### src/rtl/rr_arbiter_4.sv
// Four-requester round-robin arbiter with a bounded hold time: a contended owner
// keeps the resource for at most MAX_HOLD consecutive cycles before rotation.
module rr_arbiter_4 #(
  parameter int MAX_HOLD = 8
) (
  input  logic       clk,
  input  logic       rst_n,
  input  logic [3:0] req,
  output logic [3:0] gnt,
  output logic [1:0] gnt_idx,
  output logic       gnt_valid
);

  typedef enum logic {IDLE, GRANT} state_t;

  localparam logic [7:0] HOLD_LAST = 8'(MAX_HOLD - 1);

  state_t     fsm_reg, fsm_next;
  logic [1:0] owner_reg, owner_next;
  logic [1:0] ptr_reg, ptr_next;
  logic [7:0] hold_cnt_reg, hold_cnt_next;
  logic [3:0] gnt_reg;

  logic [3:0] others;
  logic [1:0] win_all, win_others, new_owner;
  logic       load;

  // First set bit of mask scanning start, start+1, ... (mod 4); the descending
  // loop lets the smallest offset overwrite the rest.
  function automatic logic [1:0] pick(input logic [3:0] mask, input logic [1:0] start);
    logic [1:0] sel;
    sel = start;
    for (int k = 3; k >= 0; k--) begin
      if (mask[start + 2'(k)]) sel = start + 2'(k);
    end
    return sel;
  endfunction

  assign others     = req & ~(4'b0001 << owner_reg);
  assign win_all    = pick(req, ptr_reg);
  assign win_others = pick(others, ptr_reg);

  always_comb begin
    fsm_next      = fsm_reg;
    owner_next    = owner_reg;
    ptr_next      = ptr_reg;
    hold_cnt_next = hold_cnt_reg;
    load          = 1'b0;
    new_owner     = owner_reg;
    case (fsm_reg)
      IDLE: begin
        if (|req) begin
          load      = 1'b1;
          new_owner = win_all;
        end
      end
      GRANT: begin
        if (!req[owner_reg]) begin
          // Release: hand straight to the next requester so no idle bubble appears.
          if (|req) begin
            load      = 1'b1;
            new_owner = win_all;
          end else begin
            fsm_next = IDLE;
          end
        end else if ((hold_cnt_reg == HOLD_LAST) && (|others)) begin
          load      = 1'b1;
          new_owner = win_others;
        end else if (hold_cnt_reg != HOLD_LAST) begin
          hold_cnt_next = hold_cnt_reg + 8'd1;
        end
      end
      default: fsm_next = IDLE;
    endcase
    if (load) begin
      fsm_next      = GRANT;
      owner_next    = new_owner;
      ptr_next      = new_owner + 2'd1;
      hold_cnt_next = 8'd0;
    end
  end

  always_ff @(posedge clk) begin
    if (!rst_n) begin
      fsm_reg      <= IDLE;
      owner_reg    <= 2'd0;
      ptr_reg      <= 2'd0;
      hold_cnt_reg <= 8'd0;
      gnt_reg      <= 4'b0000;
    end else begin
      fsm_reg      <= fsm_next;
      owner_reg    <= owner_next;
      ptr_reg      <= ptr_next;
      hold_cnt_reg <= hold_cnt_next;
      gnt_reg      <= (fsm_next == GRANT) ? (4'b0001 << owner_next) : 4'b0000;
    end
  end

  assign gnt       = gnt_reg;
  assign gnt_idx   = owner_reg;
  assign gnt_valid = (fsm_reg == GRANT);

endmodule

### config.mk
export PLATFORM = sky130hd
export DESIGN_NAME = rr_arbiter_4
export DESIGN_NICKNAME = d
export VERILOG_FILES = /design/src/rtl/rr_arbiter_4.sv
export SDC_FILE = /design/constraint.sdc
export NUM_CORES = 1
export LEC_CHECK = 0
export CAP_MARGIN = 20
export CELL_PAD_IN_SITES_DETAIL_PLACEMENT = 1
export CELL_PAD_IN_SITES_GLOBAL_PLACEMENT = 2
export CORE_ASPECT_RATIO = 0.8
export CORE_MARGIN = 5
export CORE_UTILIZATION = 25
export DETAILED_ROUTE_END_ITERATION = 8
export PLACE_DENSITY = 0.6
export SETUP_SLACK_MARGIN = 0.1
export SYNTH_ARGS = -nofsm -noshare
export SYNTH_HDL_FRONTEND = slang
export SYNTH_SLANG_ARGS = --single-unit
### constraint.sdc
create_clock -name clk -period 3 [get_ports clk]
set_input_delay 0.45 -clock clk [delete_from_list [all_inputs] [get_ports clk]]
set_output_delay 0.45 -clock clk [all_outputs]
set_load 0.005 [all_outputs]
==> impl_metrics.env <==
# implementation run metrics
export IMPL_outcome="finished clean"
export IMPL_antenna_cells=0
export IMPL_top_logic_kind="simple AND/OR/NAND/NOR gates"
export IMPL_buffer_area_share_pct=11.0
export IMPL_clock_latency_ns=0.25
export IMPL_crit_path_end_kind="register"
export IMPL_hold_violations=0
export IMPL_powerComb_mw=0.217
export IMPL_cts_resized=0
export IMPL_path_depth=8
export IMPL_worstHoldStart="hold_cnt_reg[7]$_SDFFE_PP0P_"
export IMPL_ir_drop_mv=0.225
export IMPL_leakage_nw=0.444
export IMPL_cts_setup_buffers=0
export IMPL_cts_buffers=3
export IMPL_async_flop_share_pct=0
export IMPL_p_seq_share_pct=42.1
export IMPL_n_fill_cell=517
export IMPL_yosys_area_share_adder_pct=1.15
export IMPL_edf_count=0
export IMPL_final_comb_area_um2=678
export IMPL_vias=1014
export IMPL_fmax_mhz=402
export IMPL_comb_share_pct=52.2
export IMPL_hold_depth=2
export IMPL_xor_area_share_pct=6.42
export IMPL_use_met3_pct=3.57
export IMPL_firstDrtPassIters=2
export IMPL_clkCellAreaFrac_pct=3.75
export IMPL_p_per_area_nw_per_um2=521
export IMPL_gp_congestion=0.754
export IMPL_clk_path_buf_depth=2
export IMPL_cp_num_buf_inv=1
export IMPL_start_kind="primary input"
export IMPL_max_stage_delay_ns=0.60
export IMPL_viasPerCell=4.92
export IMPL_yosysTopAreaCellShare_pct=31.2
export IMPL_hold_end="hold_cnt_reg[7]$_SDFFE_PP0P_"
export IMPL_yosys_area_um2=1090
export IMPL_synthMuxAreaShare_pct=4.59
export IMPL_cts_root_buf="clkbuf_8"
export IMPL_top_area_cell="dfxtp_1"
export IMPL_critical_path_peak_fanout=11
export IMPL_lay_top_cells="nor2_1, dfxtp_1, clkdlybuf4s50_1, nand2_1, a21oi_1"
export IMPL_synth_nets=146
export IMPL_power_leader="sequential cells"
export IMPL_ys_cells=139
export IMPL_routedWlPerCell_um=14.1
export IMPL_n_all_inverters=5
export IMPL_fin_crit_sh_pct=83.0
export IMPL_grtUsageMet2_pct=15.6
export IMPL_fin_tns_setup_ns=0
export IMPL_fp_dieW_um=83.9
export IMPL_avgSynthCellArea_um2=7.85
export IMPL_drv_slew=0
export IMPL_multi_input_comb_cells=108
export IMPL_rr_startpoint="gnt_idx[0]$_SDFF_PN0_"
export IMPL_portBuffers=12
export IMPL_largestClassByArea="logic gates"
export IMPL_startpoint="req[2]"
export IMPL_wl_met2_mm=1.16
export IMPL_timing_slew_headroom_pct=59.7
export IMPL_overflow=0
export IMPL_wirelength_mm=2.91
export IMPL_internal_power_mw=0.443
export IMPL_yosys_warnings=0
export IMPL_rsz0062_at_grt="no"
export IMPL_initial_core_util_pct=26.0
export IMPL_crit_required_ns=3.13
export IMPL_nWellTaps=57
export IMPL_clk_pin_slew_ns=0.07
export IMPL_dr_wl_met3_um=121
export IMPL_cts_tree="done"
export IMPL_antenna_found_initial=0
export IMPL_top_usage_layer="met2"
export IMPL_placedCellCount=202
export IMPL_syn_area_um2=1090
export IMPL_highest_layer="met4"
export IMPL_common_cells="nor2_1, dfxtp_1, nand2_1"
export IMPL_hpwlAfterDp_mm=2.19
export IMPL_worstMarginPinSlew_ns=0.604
export IMPL_die_h_um=69.1
export IMPL_die_area_um2=5790
export IMPL_met1_usage_pct=15.4
export IMPL_switching_share_pct=34.5
export IMPL_final_setup_viol_count=0
export IMPL_ys_sh_simple_pct=28.6
export IMPL_largest_reg_flops=8
export IMPL_grt_pass1_vias=1052
export IMPL_hold_path_class="reg2reg"
export IMPL_slowest_stage="clkdlybuf4s50_1"
export IMPL_synth_seq_share_pct=31.2
export IMPL_hold_buffers=0
wires.png
Drawn at 4 px/um. Two of the layers only.
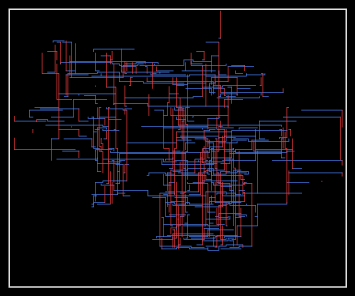
[metal 1] blue | wire length: 1620 um
[metal 2] red | wire length: 1160 um

layer_met3.png
Drawn at 4 px/um.
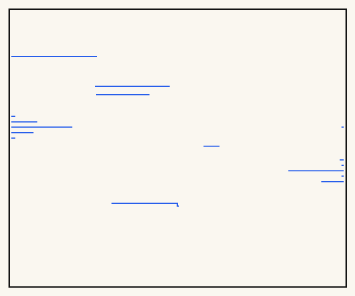
nets with wire on the layer: 15
share of all routed wire: 4.2%
main direction: horizontal

placement_by_type.png
Drawn at 3 px/um.
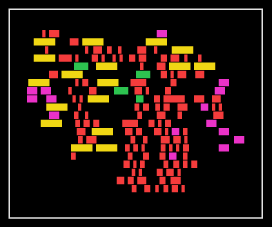
[combinational and other logic] red | cells: 113 | share of their area: 57%
[sequential cells] yellow | cells: 17 | share of their area: 28%
[remaining buffers and delay cells] magenta | cells: 15 | share of their area: 12%
[clock drivers and dummy loads] green | cells: 4 | share of their area: 4.0%
final instance area: 1300 um^2
num rows: 21

